io_placement.png
Scale: 4 px per µm. Pins as bars across the die edge, other pins in gray.
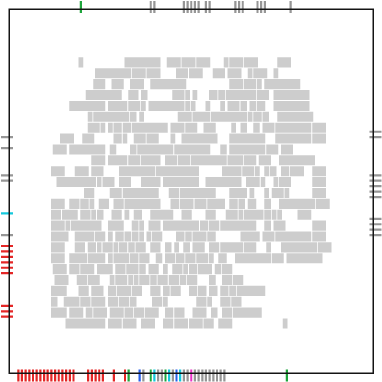
wires.png
Scale: 3 px per µm. Only two layers are drawn.
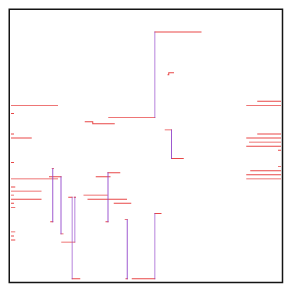
layer_met4.png
Scale: 4 px per µm.
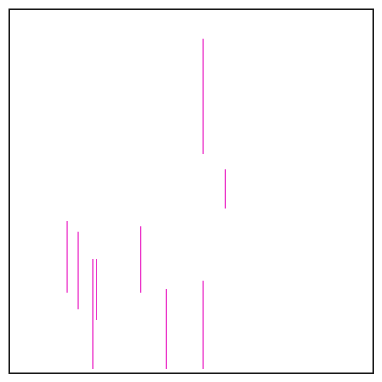
logic_types.png
Scale: 4 px per µm.
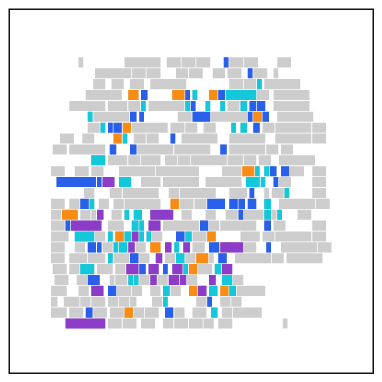
clocks.png
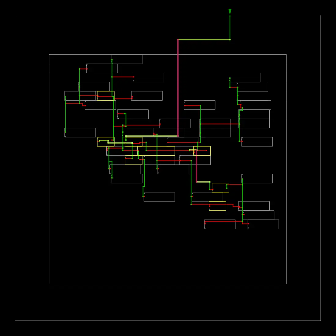
### config.mk
export PLATFORM = sky130hd
export DESIGN_NAME = multicycle_control_flat
export DESIGN_NICKNAME = d
export VERILOG_FILES = /design/src/rtl/multicycle_control_pkg.sv /design/src/rtl/multicycle_control_if.sv /design/src/rtl/multicycle_control_alu_op_decoder.sv /design/src/rtl/multicycle_control.sv /design/src/flat_wrapper.sv
export SDC_FILE = /design/constraint.sdc
export NUM_CORES = 1
export LEC_CHECK = 0
export CAP_MARGIN = 10
export CORE_MARGIN = 10
export CORE_UTILIZATION = 43
export DETAILED_ROUTE_END_ITERATION = 10
export PLACE_DENSITY = 0.89
export SLEW_MARGIN = 30
export SYNTH_ARGS = -nofsm -noshare
export SYNTH_HDL_FRONTEND = slang
export SYNTH_SLANG_ARGS = --single-unit
### constraint.sdc
create_clock -name clk_i -period 3.2 [get_ports clk_i]
set_input_delay 0.8 -clock clk_i [delete_from_list [all_inputs] [get_ports clk_i]]
set_output_delay 0.8 -clock clk_i [all_outputs]
set_load 0.03 [all_outputs]
### src/rtl/multicycle_control_pkg.sv
// Shared constants for the multicycle RV32I control path: state encoding,
// opcodes, ALU op codes and datapath mux select codes.
package multicycle_control_pkg;

    // FSM state encoding (4 bits, also exported on the debug state port)
    localparam logic [3:0] StFetch   = 4'd0;
    localparam logic [3:0] StDecode  = 4'd1;
    localparam logic [3:0] StExecR   = 4'd2;
    localparam logic [3:0] StExecI   = 4'd3;
    localparam logic [3:0] StMemAddr = 4'd4;
    localparam logic [3:0] StMemRd   = 4'd5;
    localparam logic [3:0] StMemWb   = 4'd6;
    localparam logic [3:0] StMemWr   = 4'd7;
    localparam logic [3:0] StRWb     = 4'd8;
    localparam logic [3:0] StBranch  = 4'd9;
    localparam logic [3:0] StJal     = 4'd10;
    localparam logic [3:0] StHalt    = 4'd11;

    // Major opcodes
    localparam logic [6:0] OpcR      = 7'b0110011;
    localparam logic [6:0] OpcI      = 7'b0010011;
    localparam logic [6:0] OpcLoad   = 7'b0000011;
    localparam logic [6:0] OpcStore  = 7'b0100011;
    localparam logic [6:0] OpcBranch = 7'b1100011;
    localparam logic [6:0] OpcJal    = 7'b1101111;

    // ALU op codes understood by the ALU control port
    localparam logic [4:0] OpAnd = 5'd0;
    localparam logic [4:0] OpOr  = 5'd1;
    localparam logic [4:0] OpAdd = 5'd2;
    localparam logic [4:0] OpSub = 5'd6;
    localparam logic [4:0] OpSlt = 5'd7;

    // Mux select codes
    localparam logic [1:0] SrcAPc    = 2'd0;
    localparam logic [1:0] SrcAOldPc = 2'd1;
    localparam logic [1:0] SrcARs1   = 2'd2;
    localparam logic [1:0] SrcBReg   = 2'd0;
    localparam logic [1:0] SrcBFour  = 2'd1;
    localparam logic [1:0] SrcBImm   = 2'd2;
    localparam logic [1:0] WbAluOut  = 2'd0;
    localparam logic [1:0] WbMdr     = 2'd1;
    localparam logic [1:0] WbPc      = 2'd2;

    typedef enum logic [1:0] {ClsR, ClsI, ClsOther} op_class_e;

    // Classify an opcode for the ALU op decoder
    function automatic op_class_e op_class(input logic [6:0] opc);
        if (opc == OpcR) return ClsR;
        if (opc == OpcI) return ClsI;
        return ClsOther;
    endfunction

endpackage

### src/rtl/multicycle_control_if.sv
// Control-to-datapath bundle: IR/Zero in, ALU control and strobes out.
interface multicycle_control_if #(
    parameter int unsigned CntW = 32
);
    logic [31:0]     instr;
    logic            zero;
    logic [4:0]      alu_control;
    logic [1:0]      alu_src_a;
    logic [1:0]      alu_src_b;
    logic            iord;
    logic            mem_read;
    logic            mem_write;
    logic            ir_write;
    logic            pc_write;
    logic            pc_source;
    logic            reg_write;
    logic [1:0]      memto_reg;
    logic            illegal;
    logic            halted;
    logic [3:0]      state;
    logic [CntW-1:0] instr_count;

    // Control block side
    modport master (
        input  instr, zero,
        output alu_control, alu_src_a, alu_src_b, iord, mem_read, mem_write, ir_write,
               pc_write, pc_source, reg_write, memto_reg, illegal, halted, state, instr_count
    );

    // Datapath side
    modport slave (
        output instr, zero,
        input  alu_control, alu_src_a, alu_src_b, iord, mem_read, mem_write, ir_write,
               pc_write, pc_source, reg_write, memto_reg, illegal, halted, state, instr_count
    );
endinterface

### src/rtl/multicycle_control_alu_op_decoder.sv
// Maps {opcode class, funct3, funct7} to an ALU op and a legality flag.
module alu_op_decoder
    import multicycle_control_pkg::*;
(
    input  op_class_e  cls_i,
    input  logic [2:0] funct3_i,
    input  logic [6:0] funct7_i,
    output logic [4:0] alu_op_o,
    output logic       valid_o
);

    // Decode funct fields; non-ALU classes always use add and are legal here
    always_comb begin
        alu_op_o = OpAdd;
        valid_o  = 1'b0;
        case (cls_i)
            ClsR: begin
                if (funct7_i == 7'h00) begin
                    valid_o = 1'b1;
                    case (funct3_i)
                        3'b000:  alu_op_o = OpAdd;
                        3'b111:  alu_op_o = OpAnd;
                        3'b110:  alu_op_o = OpOr;
                        3'b010:  alu_op_o = OpSlt;
                        default: valid_o  = 1'b0;
                    endcase
                end else if (funct7_i == 7'h20 && funct3_i == 3'b000) begin
                    valid_o  = 1'b1;
                    alu_op_o = OpSub;
                end
            end
            ClsI: begin
                valid_o = 1'b1;
                case (funct3_i)
                    3'b000:  alu_op_o = OpAdd;
                    3'b111:  alu_op_o = OpAnd;
                    3'b110:  alu_op_o = OpOr;
                    3'b010:  alu_op_o = OpSlt;
                    default: valid_o  = 1'b0;
                endcase
            end
            default: begin
                valid_o  = 1'b1;
                alu_op_o = OpAdd;
            end
        endcase
    end

endmodule

### src/rtl/multicycle_control.sv
// Main control FSM of the multicycle RV32I datapath.
module multicycle_control
    import multicycle_control_pkg::*;
#(
    parameter int unsigned CntW        = 32,
    parameter bit          IllegalTrap = 1'b0
) (
    input  logic                 clk_i,
    input  logic                 rst_i,
    multicycle_control_if.master ctrl_io
);

    logic [3:0]      state_q, state_d;
    logic [CntW-1:0] cnt_q, cnt_d;
    logic [6:0]      opcode;
    logic            opc_known;
    logic            legal;
    logic            retire;
    logic [4:0]      dec_op;
    logic            dec_valid;

    assign opcode    = ctrl_io.instr[6:0];
    assign opc_known = (opcode == OpcR) || (opcode == OpcI) || (opcode == OpcLoad) ||
                       (opcode == OpcStore) || (opcode == OpcBranch) || (opcode == OpcJal);
    assign legal     = opc_known && dec_valid;

    alu_op_decoder u_dec (
        .cls_i    (op_class(opcode)),
        .funct3_i (ctrl_io.instr[14:12]),
        .funct7_i (ctrl_io.instr[31:25]),
        .alu_op_o (dec_op),
        .valid_o  (dec_valid)
    );

    // Next-state sequencing and retire detection
    always_comb begin
        state_d = state_q;
        retire  = 1'b0;
        case (state_q)
            StFetch:  state_d = StDecode;
            StDecode: begin
                if (!legal) begin
                    state_d = IllegalTrap ? StHalt : StFetch;
                end else begin
                    case (opcode)
                        OpcR:                state_d = StExecR;
                        OpcI:                state_d = StExecI;
                        OpcLoad, OpcStore:   state_d = StMemAddr;
                        OpcBranch:           state_d = StBranch;
                        default:             state_d = StJal;
                    endcase
                end
            end
            StExecR, StExecI: state_d = StRWb;
            StMemAddr: state_d = (opcode == OpcStore) ? StMemWr : StMemRd;
            StMemRd:   state_d = StMemWb;
            StMemWb, StMemWr, StRWb, StBranch, StJal: begin
                state_d = StFetch;
                retire  = 1'b1;
            end
            StHalt:    state_d = StHalt;
            default:   state_d = StFetch;
        endcase
        cnt_d = retire ? cnt_q + 1'b1 : cnt_q;
    end

    // State and retired-instruction counter
    always_ff @(posedge clk_i or posedge rst_i) begin
        if (rst_i) begin
            state_q <= StFetch;
            cnt_q   <= '0;
        end else begin
            state_q <= state_d;
            cnt_q   <= cnt_d;
        end
    end

    // Output decode; reset overrides so nothing strobes while rst_i is high
    always_comb begin
        ctrl_io.alu_control = 5'd0;
        ctrl_io.alu_src_a   = SrcAPc;
        ctrl_io.alu_src_b   = SrcBReg;
        ctrl_io.iord        = 1'b0;
        ctrl_io.mem_read    = 1'b0;
        ctrl_io.mem_write   = 1'b0;
        ctrl_io.ir_write    = 1'b0;
        ctrl_io.pc_write    = 1'b0;
        ctrl_io.pc_source   = 1'b0;
        ctrl_io.reg_write   = 1'b0;
        ctrl_io.memto_reg   = WbAluOut;
        ctrl_io.illegal     = 1'b0;
        ctrl_io.halted      = 1'b0;
        if (rst_i) begin
            ctrl_io.alu_control = OpAdd;
        end else begin
            case (state_q)
                StFetch: begin
                    ctrl_io.mem_read    = 1'b1;
                    ctrl_io.ir_write    = 1'b1;
                    ctrl_io.alu_src_b   = SrcBFour;
                    ctrl_io.alu_control = OpAdd;
                    ctrl_io.pc_write    = 1'b1;
                end
                StDecode: begin
                    ctrl_io.alu_src_a   = SrcAOldPc;
                    ctrl_io.alu_src_b   = SrcBImm;
                    ctrl_io.alu_control = OpAdd;
                    ctrl_io.illegal     = !legal;
                end
                StExecR: begin
                    ctrl_io.alu_src_a   = SrcARs1;
                    ctrl_io.alu_control = dec_op;
                end
                StExecI: begin
                    ctrl_io.alu_src_a   = SrcARs1;
                    ctrl_io.alu_src_b   = SrcBImm;
                    ctrl_io.alu_control = dec_op;
                end
                StRWb:   ctrl_io.reg_write = 1'b1;
                StMemAddr: begin
                    ctrl_io.alu_src_a   = SrcARs1;
                    ctrl_io.alu_src_b   = SrcBImm;
                    ctrl_io.alu_control = OpAdd;
                end
                StMemRd: begin
                    ctrl_io.mem_read = 1'b1;
                    ctrl_io.iord     = 1'b1;
                end
                StMemWb: begin
                    ctrl_io.reg_write = 1'b1;
                    ctrl_io.memto_reg = WbMdr;
                end
                StMemWr: begin
                    ctrl_io.mem_write = 1'b1;
                    ctrl_io.iord      = 1'b1;
                end
                StBranch: begin
                    ctrl_io.alu_src_a   = SrcARs1;
                    ctrl_io.alu_control = OpSub;
                    ctrl_io.pc_source   = 1'b1;
                    ctrl_io.pc_write    = ctrl_io.zero;
                end
                StJal: begin
                    ctrl_io.reg_write = 1'b1;
                    ctrl_io.memto_reg = WbPc;
                    ctrl_io.pc_write  = 1'b1;
                    ctrl_io.pc_source = 1'b1;
                end
                StHalt:  ctrl_io.halted = 1'b1;
                default: ;
            endcase
        end
    end

    assign ctrl_io.state       = state_q;
    assign ctrl_io.instr_count = cnt_q;

endmodule

### src/flat_wrapper.sv
// flat-port wrapper written by rule: the top's interface ports become plain ports
module multicycle_control_flat import multicycle_control_pkg::*;
#(
    parameter int unsigned CntW        = 32,
    parameter bit          IllegalTrap = 1'b0
)
  (clk_i, rst_i, ctrl_io_instr, ctrl_io_zero, ctrl_io_alu_control, ctrl_io_alu_src_a, ctrl_io_alu_src_b, ctrl_io_iord, ctrl_io_mem_read, ctrl_io_mem_write, ctrl_io_ir_write, ctrl_io_pc_write, ctrl_io_pc_source, ctrl_io_reg_write, ctrl_io_memto_reg, ctrl_io_illegal, ctrl_io_halted, ctrl_io_state, ctrl_io_instr_count);
  multicycle_control_if #(.CntW(CntW)) ctrl_io_i ();
  input  logic clk_i;
  input  logic rst_i;
  input wire logic [$bits(ctrl_io_i.instr)-1:0] ctrl_io_instr;
  input wire logic [$bits(ctrl_io_i.zero)-1:0] ctrl_io_zero;
  output wire logic [$bits(ctrl_io_i.alu_control)-1:0] ctrl_io_alu_control;
  output wire logic [$bits(ctrl_io_i.alu_src_a)-1:0] ctrl_io_alu_src_a;
  output wire logic [$bits(ctrl_io_i.alu_src_b)-1:0] ctrl_io_alu_src_b;
  output wire logic [$bits(ctrl_io_i.iord)-1:0] ctrl_io_iord;
  output wire logic [$bits(ctrl_io_i.mem_read)-1:0] ctrl_io_mem_read;
  output wire logic [$bits(ctrl_io_i.mem_write)-1:0] ctrl_io_mem_write;
  output wire logic [$bits(ctrl_io_i.ir_write)-1:0] ctrl_io_ir_write;
  output wire logic [$bits(ctrl_io_i.pc_write)-1:0] ctrl_io_pc_write;
  output wire logic [$bits(ctrl_io_i.pc_source)-1:0] ctrl_io_pc_source;
  output wire logic [$bits(ctrl_io_i.reg_write)-1:0] ctrl_io_reg_write;
  output wire logic [$bits(ctrl_io_i.memto_reg)-1:0] ctrl_io_memto_reg;
  output wire logic [$bits(ctrl_io_i.illegal)-1:0] ctrl_io_illegal;
  output wire logic [$bits(ctrl_io_i.halted)-1:0] ctrl_io_halted;
  output wire logic [$bits(ctrl_io_i.state)-1:0] ctrl_io_state;
  output wire logic [$bits(ctrl_io_i.instr_count)-1:0] ctrl_io_instr_count;
  assign ctrl_io_i.instr = ctrl_io_instr;
  assign ctrl_io_i.zero = ctrl_io_zero;
  assign ctrl_io_alu_control = ctrl_io_i.alu_control;
  assign ctrl_io_alu_src_a = ctrl_io_i.alu_src_a;
  assign ctrl_io_alu_src_b = ctrl_io_i.alu_src_b;
  assign ctrl_io_iord = ctrl_io_i.iord;
  assign ctrl_io_mem_read = ctrl_io_i.mem_read;
  assign ctrl_io_mem_write = ctrl_io_i.mem_write;
  assign ctrl_io_ir_write = ctrl_io_i.ir_write;
  assign ctrl_io_pc_write = ctrl_io_i.pc_write;
  assign ctrl_io_pc_source = ctrl_io_i.pc_source;
  assign ctrl_io_reg_write = ctrl_io_i.reg_write;
  assign ctrl_io_memto_reg = ctrl_io_i.memto_reg;
  assign ctrl_io_illegal = ctrl_io_i.illegal;
  assign ctrl_io_halted = ctrl_io_i.halted;
  assign ctrl_io_state = ctrl_io_i.state;
  assign ctrl_io_instr_count = ctrl_io_i.instr_count;
  multicycle_control #(.CntW(CntW), .IllegalTrap(IllegalTrap)) u_core (.clk_i(clk_i), .rst_i(rst_i), .ctrl_io(ctrl_io_i));
endmodule
==> results.txt <==
Implementation status.

- The total area inside the core boundary comes to around 4800 µm².
- The number of H-tree levels is 2.
- For this design, Yosys synthesis ends with a cell count of approximately 230.
- The final worst-path cycle share is 102%.
- The iteration count recorded for the first detailed-route pass is 4.
- The DRC violations left is 0.
- The setup slack of the critical path after layout is -0.0601 ns.
- Per the placement log, port buffering inserted around 73 buffers.
- In the placement report, post-DP HPWL is listed as about 4800 µm.
- The total number of yosys warnings is 0.
- The sum of routed wire length over all layers is approximately 6200 µm.
- The script extracted a net switching power of around 660 µW.
- Using the TritonRoute via totals, the vias-per-cell ratio works out to ~5.2.
- The detailed-routed wire length on met2 is approximately 3300 µm.
- The weighted congestion reported at the end of routability-driven placement is between 0.8 and 0.9.
- For this run the aggregate overflow at the end of global routing stands at 0.
- Switching power as a fraction of the total was reported as about 38%.
- The flow ran to the end, but the final reports show violations.
- The distinct cell type count after synthesis is 52.
- The number of antenna violations at the first check in global routing was 0.
- The number of CTS-inserted buffers is 5.
- The via count of the first global-routing pass is 2147.
- Per the synth stats, the flop cell with the highest instance count is sky130_fd_sc_hd__dfrtp_1.
- The setup path with the least slack is of type input port to output pin.
- The fmax is a little over 0.3 GHz.
- The final layout net count is 368.
- The final total negative setup slack is -0.0948 ns.
- The worst setup path is captured at an output pin.
- The class of the tightest hold or removal check is flip-flop to flip-flop.
- The overall die size recorded for this design is 8210 µm².
- For this design, the CTS-stage hold fixing added 0 buffers.
- The final reports fail on setup timing.
- The leakage component of the power was reported as between 1.5 and 2 nW.
- The last timing report of the flow puts the setup violation total at 2.
- The utilization after layout is 69.4%.
- The area figure in the yosys stat output is ~2100 µm².
- The final-report max-slew violation count is 0.
- TritonCTS built the clock tree.
- The global-route wire length before repair is 10300 µm.
- After synthesis, flip-flops and latches occupy 42.0% of the total area.
- Looking at the clock tree report, the maximum root-to-sink buffer count equals 2.
- The largest net degree at the start of global routing is 37.
- Per the post-place timing report, worst setup slack is -0.672 ns.
- The met3 wire length is roughly 270 µm.
- At the worst endpoint, the arrival time is approximately 2.5 ns.
- The source of the worst register-to-register timing path is u_core.ctrl_io.state[1].
- At the later pin of the worst-skew pair, clock insertion delay measures between 0.2 and 0.3 ns.
- The sort of element at the start of the critical path is an input port.
- The total of flip-flops plus latches after synthesis is 36.
- Data on the critical path is required at its endpoint by 2.40 ns.
- The flow reports that sequential cells draw 30.6% of the design power.
- The residual antenna-violating net count after detailed routing is 0.
- For the completed layout, the total cell area is recorded as roughly 3300 µm².
- The proportion of register bits with asynchronous set or reset after synthesis is 100%.
- The script logs the mean routed wire length per placed instance as about 15 µm.
- The synthesis run shows the most used standard cells to be sky130_fd_sc_hd__dfrtp_1 (36), sky130_fd_sc_hd__nor2_1 (29), sky130_fd_sc_hd__xor2_1 (18).
- Per the power-grid run, VDD falls by no more than about 0.4 mV.
- Setup repair after global routing could not meet its margin everywhere.
- The design internal power is 1.08 mW.
- Per the run summary, max-cap violations total 0.
- The overall die width is between 90 and 100 µm.
- The launch point of the critical path was reported as ctrl_io_instr[28].
- The effective utilization at floorplan is around 45%.
- The highest signal layer in the routed design is met4.
- The power density over cell area is about 520 nW/µm².
- The mean instance size in the synthesized netlist is between 9 and 10 µm².
- The OpenROAD warning count is about 43.
- The worst hold path begins at u_core.ctrl_io.instr_count[31].
- Counting every instance in the synthesized netlist gives 232.
- STA lists the maximum fanout along the critical path as 2.
- The row count is 25.
- After detailed placement, the total cell area comes to 3080 µm².
- 91 I/O pins were placed.
- The number of enable flip-flop cells is 0.
- The total track usage is roughly 15%.
- Per report_power, the combinational group accounts for between 40% and 50% of the total.
- The post-synthesis to final-layout area growth is 55.0%.
- The number of diodes is 0.
- Cells with a size suffix above 1 make up about a quarter of the layout.
- After clock tree synthesis, the clock-pin slew on the worst setup and hold paths is around 0.07 ns.
About io_placement.png:
legend:
  blue:
    port: ctrl_io_alu_src_a
    pins: 2
    direction: output
    edge: bottom
  magenta:
    port: ctrl_io_zero
    pins: 1
    direction: input
    edge: bottom
  red:
    port: ctrl_io_instr
    pins: 32
    direction: input
    edge: 23 bottom, 9 left
  cyan:
    port: ctrl_io_state
    pins: 4
    direction: output
    edge: 3 bottom, 1 left
  green:
    port: ctrl_io_alu_control
    pins: 5
    direction: output
    edge: 4 bottom, 1 top

About wires.png:
legend:
  red:
    layer: metal 3
    wire_length: 269 µm
  purple:
    layer: metal 4
    wire_length: 175 µm

About layer_met4.png:
share of all routed wire: 2.8%
main direction: vertical
longest straight run: 28.6 µm
nets with wire on the layer: 9

About logic_types.png:
legend:
  orange:
    family: AND and OR gates
    cells: 17
  purple:
    family: inverting AOI/OAI gates
    cells: 22
  cyan:
    family: NOR gates
    cells: 50
  blue:
    family: NAND gates
    cells: 49

About clocks.png:
clock sink count: 36
setup skew after layout: 0.00860 ns
Clock Power: 426 µW
clock buf count: 7

-- cells in the final DEF, fill, tap and decap left out, drive strengths merged, types with 2 or more instances in the layout --
cell,instances
clkdlybuf4s50,50
buf,49
dfrtp,36
nor2,29
xor2,18
nand2,17
xnor2,15
nand3,14
nor3,14
nand4,9
and3,8
clkbuf,7
a21oi,7
inv,6
nand2b,6
o21ai,5
and2,4
a211oi,3
dlymetal6s2s,3
nor2b,3
and4,2
conb,2
or4,2
o41ai,2
nor4,2
-- registers in the layout, indices dropped and copies added, names as in the netlist --
signal / cells
u_core.ctrl_io.instr_count: 32
u_core.ctrl_io.state: 4
-- final timing paths --
path                                                   to  slack (ns)  cells past startpoint
max                                ctrl_io_alu_control[2]       -0.06                      8
min                        u_core.ctrl_io.instr_count[31]        0.49                      1
max reg2reg                u_core.ctrl_io.instr_count[24]        1.22                      6
min reg2reg                u_core.ctrl_io.instr_count[31]        0.49                      1
max in group asynchronous  u_core.ctrl_io.instr_count[28]        1.64                      4
min in group asynchronous   u_core.ctrl_io.instr_count[2]        1.24                      4
-- critical path, stage by stage --
cell,delay [ns]
sky130_fd_sc_hd__buf_6,0.09
sky130_fd_sc_hd__or4_4,0.54
sky130_fd_sc_hd__buf_6,0.14
sky130_fd_sc_hd__o41ai_4,0.22
sky130_fd_sc_hd__nand2_1,0.14
sky130_fd_sc_hd__a211o_1,0.28
sky130_fd_sc_hd__o21ai_1,0.07
sky130_fd_sc_hd__buf_4,0.17
-- power groups by stage --
stage          clock, mW  sequential (mW)  combinational (mW)
5_1_grt            0.458            0.537               0.835
3_5_place_dp           0            0.539               0.769
2_1_floorplan          0            0.604               0.425
4_1_cts            0.436            0.531               0.779
3_3_place_gp           0            0.538               0.752
6_report           0.426            0.532               0.780
-- kinds of logic after synthesis --
group,share of synthesized area (%)
AND/OR/NAND/NOR,29.9
flip-flops,42.0
XOR/XNOR,13.5
AND-OR/OR-AND,8.46
buffers and inverters,4.43
multiplexers,0.992
adder cells (fa/ha/maj),0.583
other,0.175
-- final cells by class --
class	instances	area [µm²]
fill	363	1460
multi-input combinational	179	1220
timing repair buffer	103	958
sequential	36	901
clock buffer	7	96.3
tap	67	83.8
clock inverter	1	30.0
inverter	7	30.0
-- routing by layer --
layer,track usage [%],up-vias
met5,0,-
met2,26.1,56
li1,-,1002
met1,16.5,1003
met3,4.16,18
met4,4.91,0
-- through the flow --
step                cells  hold slack (ns)
floorplan             233            0.649
global placement      388            0.457
detailed placement    388            0.482
CTS                   398            0.496
global route          400            0.510
finish                400            0.494
-- timing repair --
| action | CTS | global route |
|---|---|---|
| endpoints found under the setup margin | 4 | 4 |
| pin swaps | 4 | 8 |
| gates resized | 24 | 13 |
| setup buffers | 2 | 2 |
No activity file was given, so power comes from the tool's default toggle rates.
